$ cat src/rtl/ps2_key_decoder.sv
// PS/2 keyboard receiver: synchronises the pins, checks 11-bit frames, decodes set-2
// make/break codes into ASCII key-press events and queues them in a small FIFO.
module ps2_key_decoder #(
  parameter int FIFO_AW     = 3,
  parameter int TIMEOUT_CYC = 100000
) (
  input  logic       clk,
  input  logic       clrn,
  input  logic       ps2_clk,
  input  logic       ps2_data,
  input  logic       key_pop,
  output logic       key_valid,
  output logic [7:0] key_ascii,
  output logic [7:0] key_scan,
  output logic       shift_held,
  output logic       frame_err,
  output logic       overflow
);
  localparam int DEPTH = 1 << FIFO_AW;
  localparam int TW    = $clog2(TIMEOUT_CYC + 1);
  localparam logic [7:0] LSHIFT = 8'h12, RSHIFT = 8'h59;

  function automatic logic [8:0] map_code(input logic [7:0] code, input logic shift);
    logic [7:0] a;
    logic       letter;
    a      = 8'h00;
    letter = 1'b1;
    case (code)
      8'h1C: a = 8'h61;  8'h32: a = 8'h62;  8'h21: a = 8'h63;  8'h23: a = 8'h64;
      8'h24: a = 8'h65;  8'h2B: a = 8'h66;  8'h34: a = 8'h67;  8'h33: a = 8'h68;
      8'h43: a = 8'h69;  8'h3B: a = 8'h6A;  8'h42: a = 8'h6B;  8'h4B: a = 8'h6C;
      8'h3A: a = 8'h6D;  8'h31: a = 8'h6E;  8'h44: a = 8'h6F;  8'h4D: a = 8'h70;
      8'h15: a = 8'h71;  8'h2D: a = 8'h72;  8'h1B: a = 8'h73;  8'h2C: a = 8'h74;
      8'h3C: a = 8'h75;  8'h2A: a = 8'h76;  8'h1D: a = 8'h77;  8'h22: a = 8'h78;
      8'h35: a = 8'h79;  8'h1A: a = 8'h7A;
      default: begin
        letter = 1'b0;
        case (code)
          8'h45: a = 8'h30;  8'h16: a = 8'h31;  8'h1E: a = 8'h32;  8'h26: a = 8'h33;
          8'h25: a = 8'h34;  8'h2E: a = 8'h35;  8'h36: a = 8'h36;  8'h3D: a = 8'h37;
          8'h3E: a = 8'h38;  8'h46: a = 8'h39;  8'h29: a = 8'h20;  8'h5A: a = 8'h0D;
          8'h66: a = 8'h08;
          default: a = 8'h00;
        endcase
      end
    endcase
    if (letter && shift) a = a - 8'h20;
    return {letter || (a != 8'h00), a};
  endfunction

  logic [2:0]    clk_sync_q, dat_sync_q;
  logic [3:0]    bitcnt_q, bitcnt_d;
  logic [9:0]    shreg_q, shreg_d;
  logic [TW-1:0] tmo_q, tmo_d;
  logic          byte_vld_q, byte_vld_d, ferr_q, ferr_d;
  logic [7:0]    byte_q, byte_d;
  logic          ext_q, ext_d, brk_q, brk_d, lsh_q, lsh_d, rsh_q, rsh_d;
  logic [7:0]    last_q, last_d;
  logic          push_q, push_d;
  logic [15:0]   push_data_q, push_data_d;
  logic [8:0]    map_w;
  logic [15:0]   mem_q [DEPTH];
  logic [FIFO_AW-1:0] wptr_q, wptr_d, rptr_q, rptr_d;
  logic [FIFO_AW:0]   cnt_q, cnt_d;
  logic          head_vld_q, head_vld_d, ovf_q, ovf_d;
  logic [15:0]   head_q, head_d;
  logic          fall, bit_in, full, wr_en, pop_eff;

  assign fall   = (clk_sync_q[2:1] == 2'b10);
  assign bit_in = dat_sync_q[2];

  // Frame receiver: bits 0..9 are shifted in, bit 10 (stop) completes the check.
  always_comb begin
    bitcnt_d   = bitcnt_q;
    shreg_d    = shreg_q;
    tmo_d      = tmo_q;
    byte_vld_d = 1'b0;
    byte_d     = byte_q;
    ferr_d     = 1'b0;
    if (fall) begin
      tmo_d = '0;
      if (bitcnt_q == 4'd10) begin
        bitcnt_d = 4'd0;
        if (!shreg_q[0] && bit_in && (^shreg_q[9:1])) begin
          byte_vld_d = 1'b1;
          byte_d     = shreg_q[8:1];
        end else begin
          ferr_d = 1'b1;
        end
      end else begin
        shreg_d[bitcnt_q] = bit_in;
        bitcnt_d          = bitcnt_q + 4'd1;
      end
    end else if (bitcnt_q != 4'd0) begin
      if (tmo_q == TW'(TIMEOUT_CYC - 1)) begin
        bitcnt_d = 4'd0;
        tmo_d    = '0;
      end else begin
        tmo_d = tmo_q + 1'b1;
      end
    end else begin
      tmo_d = '0;
    end
  end

  assign map_w = map_code(byte_q, lsh_q | rsh_q);

  // Scan-code decoder: prefix flags, shift tracking and typematic suppression.
  always_comb begin
    ext_d       = ext_q;
    brk_d       = brk_q;
    lsh_d       = lsh_q;
    rsh_d       = rsh_q;
    last_d      = last_q;
    push_d      = 1'b0;
    push_data_d = {map_w[7:0], byte_q};
    if (byte_vld_q) begin
      if (byte_q == 8'hE0) begin
        ext_d = 1'b1;
      end else if (byte_q == 8'hF0) begin
        brk_d = 1'b1;
      end else begin
        ext_d = 1'b0;
        brk_d = 1'b0;
        if (!ext_q) begin
          if (brk_q) begin
            if (byte_q == last_q) last_d = 8'h00;
            if (byte_q == LSHIFT) lsh_d = 1'b0;
            if (byte_q == RSHIFT) rsh_d = 1'b0;
          end else if (byte_q == LSHIFT) begin
            lsh_d = 1'b1;
          end else if (byte_q == RSHIFT) begin
            rsh_d = 1'b1;
          end else if (byte_q != last_q) begin
            last_d = byte_q;
            push_d = map_w[8];
          end
        end
      end
    end
  end

  // Event FIFO with a registered head; the head tracks the post-pop read pointer.
  always_comb begin
    full       = (cnt_q == (FIFO_AW + 1)'(DEPTH));
    pop_eff    = key_pop & head_vld_q;
    wr_en      = push_q & (~full | pop_eff);
    ovf_d      = push_q & full & ~pop_eff;
    wptr_d     = wptr_q + FIFO_AW'(wr_en);
    rptr_d     = rptr_q + FIFO_AW'(pop_eff);
    cnt_d      = cnt_q + (FIFO_AW + 1)'(wr_en) - (FIFO_AW + 1)'(pop_eff);
    head_vld_d = ((cnt_q - (FIFO_AW + 1)'(pop_eff)) != '0);
    head_d     = head_vld_d ? mem_q[rptr_d] : 16'h0000;
  end

  always_ff @(posedge clk or negedge clrn) begin
    if (!clrn) begin
      clk_sync_q <= 3'b111;
      dat_sync_q <= 3'b111;
      bitcnt_q   <= 4'd0;
      shreg_q    <= '0;
      tmo_q      <= '0;
      byte_vld_q <= 1'b0;
      byte_q     <= 8'h00;
      ferr_q     <= 1'b0;
      ext_q      <= 1'b0;
      brk_q      <= 1'b0;
      lsh_q      <= 1'b0;
      rsh_q      <= 1'b0;
      last_q     <= 8'h00;
      push_q     <= 1'b0;
      wptr_q     <= '0;
      rptr_q     <= '0;
      cnt_q      <= '0;
      head_vld_q <= 1'b0;
      head_q     <= 16'h0000;
      ovf_q      <= 1'b0;
    end else begin
      clk_sync_q <= {clk_sync_q[1:0], ps2_clk};
      dat_sync_q <= {dat_sync_q[1:0], ps2_data};
      bitcnt_q   <= bitcnt_d;
      shreg_q    <= shreg_d;
      tmo_q      <= tmo_d;
      byte_vld_q <= byte_vld_d;
      byte_q     <= byte_d;
      ferr_q     <= ferr_d;
      ext_q      <= ext_d;
      brk_q      <= brk_d;
      lsh_q      <= lsh_d;
      rsh_q      <= rsh_d;
      last_q     <= last_d;
      push_q     <= push_d;
      wptr_q     <= wptr_d;
      rptr_q     <= rptr_d;
      cnt_q      <= cnt_d;
      head_vld_q <= head_vld_d;
      head_q     <= head_d;
      ovf_q      <= ovf_d;
    end
  end

  always_ff @(posedge clk) begin
    push_data_q <= push_data_d;
    if (wr_en) mem_q[wptr_q] <= push_data_q;
  end

  assign key_valid  = head_vld_q;
  assign key_ascii  = head_q[15:8];
  assign key_scan   = head_q[7:0];
  assign shift_held = lsh_q | rsh_q;
  assign frame_err  = ferr_q;
  assign overflow   = ovf_q;
endmodule
$ cat config.mk
export PLATFORM = sky130hd
export DESIGN_NAME = ps2_key_decoder
export DESIGN_NICKNAME = d
export VERILOG_FILES = /design/src/rtl/ps2_key_decoder.sv
export SDC_FILE = /design/constraint.sdc
export NUM_CORES = 1
export LEC_CHECK = 0
export ABC_AREA = 1
export CAP_MARGIN = 20
export CORE_MARGIN = 2
export CORE_UTILIZATION = 35
export DETAILED_ROUTE_END_ITERATION = 10
export GPL_ROUTABILITY_DRIVEN = 0
export PLACE_DENSITY_LB_ADDON = 0.25
export SYNTH_ARGS = -nofsm -noshare
export SYNTH_HDL_FRONTEND = slang
export SYNTH_SLANG_ARGS = --single-unit
$ cat constraint.sdc
create_clock -name clk -period 6.45 [get_ports clk]
set_input_delay 1.29 -clock clk [delete_from_list [all_inputs] [get_ports clk]]
set_output_delay 1.29 -clock clk [all_outputs]
set_load 0.02 [all_outputs]
==> out/qor.txt, run 1 <==
outcome -> finished clean
sequence of cells on the critical path -> clkdlybuf4s50_1 -> nand2_1 -> inv_1 -> ha_2 -> ha_1 -> buf_4 -> o21ai_0 -> o211ai_1 -> nand2_1 -> nor2_1
IO Port Bufs -> 24
Critical Path Start Type -> input pin
CP Class -> input pin to flop
Hold Path Depth -> 0
AND/OR/NAND/NOR Cells, Area Fraction -> 20.12%
yosys adder share -> 1.815%
Critical Path AT -> 3970 ps
synthesized flop and latch total -> 232
share of cells above drive strength 1 -> 9.474%
final hold slack -> 354.3 ps
Multiplexer share -> 0%
Yosys Chip Area -> 0.01006 mm2
WHS Endpoint -> dat_sync_q[2]$_DFF_PN1_
critical path's largest stage delay -> 920 ps
most frequent CP cell -> nand2_1
Final ANT Viol Nets -> 0
Leak -> 0.004601 uW
most frequent cells in the layout -> 213 x nor2_1, 173 x nand2_1, 128 x edfxtp_1
final setup TNS -> 0 ps
Worst R2R End -> head_q[2]$_DFF_PN0_
yosys xor share -> 1.989%
Top logic family -> simple AND/OR/NAND/NOR gates
area share, top type -> 38.19%
number of global-route vias before repair -> 6667
Rows -> 62
most numerous logic cell after layout -> nor2_1
Post-synth EDFFs -> 128
Clock Pin Slew Worst Setup and Hold Paths -> 60 ps
max-slew violations -> 0
Die W -> 173.6 um
## run 1: metrics by stage
| step | area, um2 | setup slack, ps | std cells | total power, uW | utilization (%) |
|---|---|---|---|---|---|
| final | 11550 | 2932 | 1429 | 4595 | 40.56 |
| after global routing | 11550 | 2612 | 1429 | 4933 | 40.56 |
| after CTS | 11550 | 2923 | 1429 | 4669 | 40.56 |
| after detailed placement | 10710 | 2387 | 1383 | 3241 | 37.63 |
| after global placement | 10710 | 2467 | 1383 | 3219 | 37.63 |
| after floorplan | 10060 | 3538 | 996 | 2837 | - |
## run 1: registers in the layout, indices dropped and copies added (netlist names)
name	count
bitcnt_q	4
rsh_q	1
brk_q	1
byte_q	8
mem_q	128
head_q	16
tmo_q	17
shreg_q	10
ext_q	1
last_q	8
cnt_q	4
frame_err	1
lsh_q	1
wptr_q	3
key_valid	1
push_data_q	16
dat_sync_q	3
byte_vld_q	1
clk_sync_q	3
overflow	1
push_q	1
rptr_q	3
## run 1: layout make-up
cell class                 count  area [um2]  area share [%]
inverter                      67       251.5           2.178
timing repair buffer          37       335.3           2.904
multi-input combinational    663        3273           28.34
clock buffer                  40       772.0           6.685
sequential                   232        6374           55.19
clock inverter                 6       62.56          0.5417
tap                          384       480.5           4.160
## run 1: power breakdown
| group | internal, uW | switching, uW | leakage [uW] |
|---|---|---|---|
| clock network | 858 | 554 | 0.000415 |
| registers | 1680 | 78.0 | 0.00236 |
| logic | 513 | 908 | 0.00183 |
| total | 3060 | 1540 | 0.00460 |
## run 1: layer usage
metal	global-route usage [%]	vias up	part of all wire [%]
met4	4.061	0	2.3
met3	2.039	33	3.2
met1	18.98	3175	47
met2	24.33	102	48
met5	0	-	0
li1	-	3413	-
Fig. 1: run 1, placement density heat map
Drawn at 1.5 px/um. 17 x 17 tiles, from white (low) to dark blue (high), 0 to 100% covered.
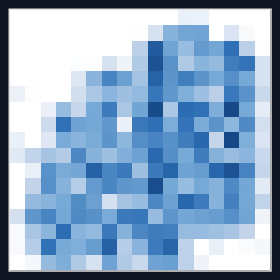
emptiest ninth of the die: north-west
fullest tile: 91%
mean over tiles: 37%
tiles over 75% full: 6.2%
Core Area: 0.02847 mm2
pre-placement core utilization: 35.35%

Fig. 2: run 1, routing congestion map
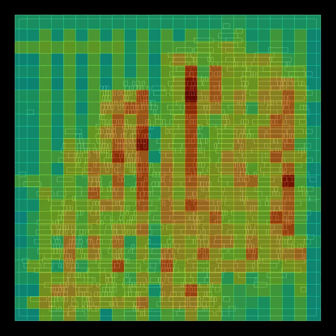
global routing usage on met2: 24.33%
Core Util, Final: 40.56%
GR Util All Layers: 14.26%
drt wl/cell: 14.65 um
met1 Resource Use GR: 18.98%

Fig. 3: run 1, clock distribution
Drawn at 3 px/um.
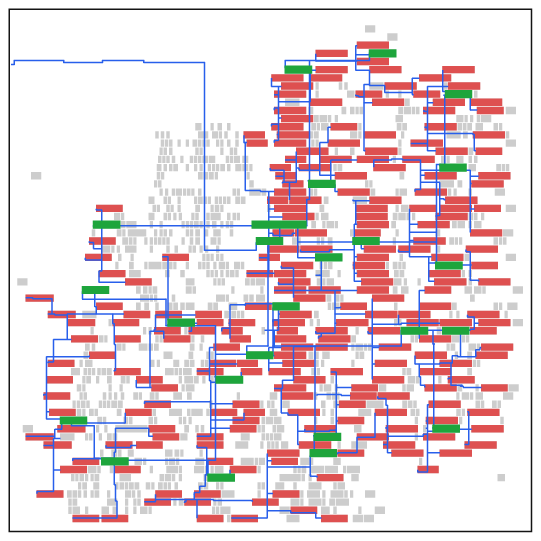
legend:
  clock wires:
    color: blue
    length: 2770 um
  clock drivers:
    color: green
    count: 25
  flip-flops:
    color: red
    count: 232
flops lie: all over the die
clk_lat worst skew: 520 ps
clock power share: 30.7%
Clock Power: 1410 uW

Fig. 4: run 1, metal 4
Drawn at 2 px/um.
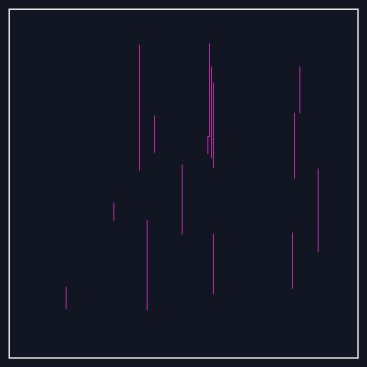
nets with wire on the layer: 7
share of all routed wire: 2.3%
routed vias: 6723
wire length reported by the detailed router: 20940 um

==> inputs of run 2 (changes only) <==
==> constraint.sdc (replaced) <==
create_clock -name clk -period 2.9 [get_ports clk]
set_input_delay 0.58 -clock clk [delete_from_list [all_inputs] [get_ports clk]]
set_output_delay 0.58 -clock clk [all_outputs]
set_load 0.02 [all_outputs]
Fig. 5: run 2, routing congestion map
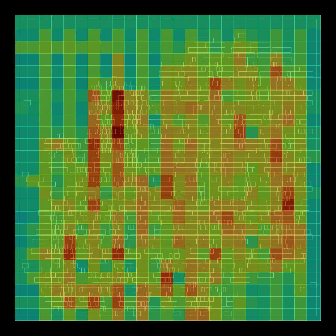
met1 Resource Use GR: 20.11%
GR Util met3: 2.171%
global routing usage on met2: 25.22%
Core Util, Final: 40.96%

==> out/qor.txt, run 2 <==
sequence of cells on the critical path -> or2_2 -> clkdlybuf4s50_1
top sig layer -> met4
Multiplexer share -> 0% (unchanged)
Yosys Chip Area -> 0.01006 mm2 (unchanged)
Rows -> 62 (unchanged)
pre-placement core utilization -> 35.35% (unchanged)
wire length reported by the detailed router -> 21790 um (+4.0%)
WL met1 -> 10260 um (+4.8%)
Post-synth EDFFs -> 128 (unchanged)
area share, top type -> 38.19% (unchanged)
critical path's largest stage delay -> 560 ps (-360 ps)
metal2 WL -> 10530 um (+5.2%)
CP Class -> flop to primary output
clk_lat worst skew -> 530 ps (about the same)
placed cells -> 1389 (+0.43%)
outcome -> finished clean
final setup margin -> 552.2 ps (-2380 ps)
most numerous logic cell after layout -> nor2_1
Place WS -> 216.9 ps (-2170 ps)
post-route cell area -> 0.01166 mm2 (+0.96%)
Top Registers -> mem_q: 128 flops, tmo_q: 17 flops
final hold slack -> 351.8 ps (-2.509 ps)
final setup TNS -> 0 ps (unchanged)
share of cells above drive strength 1 -> 10.06% (+0.58 points)
yosys xor share -> 1.989% (unchanged)
Critical Path Start Type -> flop
GR peak layer -> met2
synthesized flop and latch total -> 232 (unchanged)
most frequent cells in the layout -> 213 x nor2_1, 173 x nand2_1, 128 x edfxtp_1
Critical Path AT -> 1770 ps (-2200 ps)
Top logic family -> simple AND/OR/NAND/NOR gates
yosys adder share -> 1.815% (unchanged)
routed vias -> 6826 (+1.5%)
max reg flops -> 128 (unchanged)
Core Area -> 0.02847 mm2 (unchanged)
Top reg by flops -> mem_q
Clock Pin Slew Worst Setup and Hold Paths -> 60 ps (about the same)
met3 wire len -> 699 um (+5.0%)
post-route insts no fill -> 1438 (+0.63%)
Final ANT Viol Nets -> 0 (unchanged)
Pwr Total -> 10510 uW (+130%)
max-slew violations -> 0 (unchanged)
==> run 2: area by class of cell <==
cell class	count	area, um2	area share, %
flip-flops and latches	232	6374	54.66
multi-input cells	663	3273	28.07
clock buffers	36	738.2	6.331
well taps	384	480.5	4.121
repair buffers	44	440.4	3.777
inverters	67	251.5	2.157
clock inverters	12	102.6	0.8799
==> run 2: worst min-delay path by stage <==
stage | startpoint | endpoint | slack [ps] | depth (start not counted)
after global routing | dat_sync_q[0]$_DFF_PN1_ | dat_sync_q[1]$_DFF_PN1_ | 350 | 0
after global placement | clk_sync_q[0]$_DFF_PN1_ | clk_sync_q[1]$_DFF_PN1_ | 350 | 0
after detailed placement | dat_sync_q[0]$_DFF_PN1_ | dat_sync_q[1]$_DFF_PN1_ | 350 | 0
final | dat_sync_q[0]$_DFF_PN1_ | dat_sync_q[1]$_DFF_PN1_ | 350 | 0
after CTS | dat_sync_q[0]$_DFF_PN1_ | dat_sync_q[1]$_DFF_PN1_ | 350 | 0
after floorplan | clrn | bitcnt_q[0]$_DFFE_PN0P_ | 280 | 0
==> run 2: timing repair <==
item / 4_1_cts / 5_1_grt
endpoints found under the hold margin: 14 / 0
hold buffers: 1 / 0
endpoints found under the setup margin: 0 / 0
==> run 2: cells by family after synthesis <==
| group | after synthesis |
|---|---|
| AND/OR/NAND/NOR | 478 |
| flip-flops | 232 |
| AND-OR/OR-AND | 148 |
| buffers and inverters | 101 |
| XOR/XNOR | 22 |
| adder cells (fa/ha/maj) | 14 |
| other | 1 |
==> run 2: power breakdown <==
group	total (uW)	internal, uW	switching (uW)	leakage [uW]
registers	3930	3750	185	0.00236
logic	3410	1290	2120	0.00188
clock network	3170	1870	1300	0.000411
Fig. 6: run 2, metal 4
Drawn at 2 px/um.
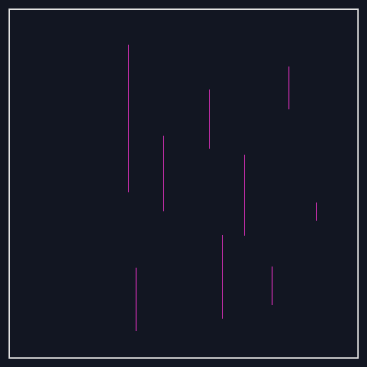

==> inputs of run 3 (changes only) <==
==> constraint.sdc (replaced) <==
create_clock -name clk -period 2.42 [get_ports clk]
set_input_delay 0.484 -clock clk [delete_from_list [all_inputs] [get_ports clk]]
set_output_delay 0.484 -clock clk [all_outputs]
set_load 0.02 [all_outputs]
Fig. 7: run 3, metal 4
Drawn at 2 px/um.
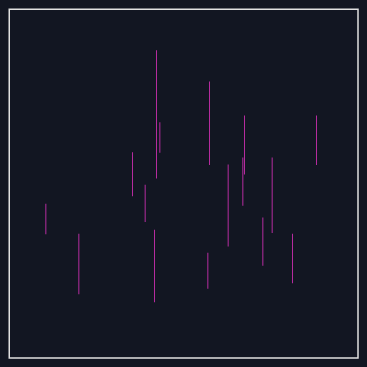
wire length on this layer: 463 um
share of all routed wire: 2.1%
wire length reported by the detailed router: 21940 um
routed vias: 6821

==> out/qor.txt, run 3 <==
final setup margin -> 158.3 ps (-393.9 ps)
Clock Pin Slew Worst Setup and Hold Paths -> 60 ps (about the same)
max reg flops -> 128 (unchanged)
clk_lat worst skew -> 540 ps (about the same)
Psw -> 4329 uW (+20%)
Pwr Total -> 12770 uW (+22%)
critical path's largest stage delay -> 550 ps (about the same)
Top reg by flops -> mem_q
Post-synth EDFFs -> 128 (unchanged)
post-route insts no fill -> 1447 (+0.63%)
Yosys Chip Area -> 0.01006 mm2 (unchanged)
Multiplexer share -> 0% (unchanged)
area share, top type -> 38.19% (unchanged)
yosys adder share -> 1.815% (unchanged)
Rows -> 62 (unchanged)
final hold slack -> -25.95 ps (-377.7 ps)
clock power share -> 29.7% (-0.4 points)
Sw Share -> 33.90% (-0.40 points)
Core Area -> 0.02847 mm2 (unchanged)
sequential power share -> 36.8% (-0.6 points)
final hold vios -> 7
synthesized flop and latch total -> 232 (unchanged)
most numerous logic cell after layout -> nor2_1
yosys xor share -> 1.989% (unchanged)
Critical Path AT -> 1780 ps (about the same)
Top logic family -> simple AND/OR/NAND/NOR gates
CP Class -> flop to primary output
Int Pwr -> 8441 uW (+22%)
Place WS -> 15.79 ps (-201.1 ps)
failing checks -> negative hold slack
final setup TNS -> 0 ps (unchanged)
share of cells above drive strength 1 -> 11.29% (+1.2 points)
pre-placement core utilization -> 35.35% (unchanged)
outcome -> finished, violations left
logic gate share of total power -> 33.4% (+0.9 points)
sequence of cells on the critical path -> or2_2 -> clkdlybuf4s50_1
Top Registers -> mem_q: 128 flops, tmo_q: 17 flops
most frequent cells in the layout -> 213 x nor2_1, 173 x nand2_1, 128 x edfxtp_1
Critical Path Start Type -> flop
[run 3: cell counts after synthesis]
No cell type changed its count.
[run 3: logic make-up after synthesis]
group	Yosys count
fa+ha+maj	14
simple gates	478
buf+inv	101
xor+xnor	22
flops	232
other cells	1
compound gates	148
[run 3: power by group through the flow]
stage / clock network (uW) / logic [uW] / registers [uW]
after floorplan: 0 / 2680 / 4880
after global placement: 0 / 4270 / 4780
after detailed placement: 0 / 4320 / 4790
after CTS: 3900 / 4340 / 4710
after global routing: 4040 / 4800 / 4740
final: 3800 / 4270 / 4700
[run 3: cell type report]
cell class,instances,area share [%]
multi-input cells,663,27.63
repair buffers,55,5.345
inverters,67,2.123
clock inverters,14,1.194
clock buffers,32,5.841
flip-flops and latches,232,53.81
well taps,384,4.056
[run 3: path summary, 6_finish.rpt]
| check | end | slack [ps] | cells after the start |
|---|---|---|---|
| max | shift_held | 160 | 2 |
| min | key_valid$_DFF_PN0_ | -30 | 1 |
| max reg2reg | cnt_q[2]$_DFF_PN0_ | 300 | 10 |
| min reg2reg | dat_sync_q[2]$_DFF_PN1_ | 350 | 0 |
| max in group asynchronous | lsh_q$_DFFE_PN0P_ | 1850 | 2 |
| min in group clk | dat_sync_q[2]$_DFF_PN1_ | 350 | 0 |
[run 3: per-stage QoR]
stage | area, um2 | util, %
2_1_floorplan | 10060 | -
3_3_place_gp | 11010 | 38.68
3_5_place_dp | 11010 | 38.68
4_1_cts | 11850 | 41.61
5_1_grt | 11850 | 41.61
6_report | 11850 | 41.61
[run 3: metal layers]
layer	vias up	routed length [um]	global-route usage [%]
met2	112	10130	24.17
met5	-	0	0
met4	0	463	3.919
li1	3446	-	-
met3	37	750	1.996
met1	3226	10600	20.62
No activity file was given, so power comes from the tool's default toggle rates.
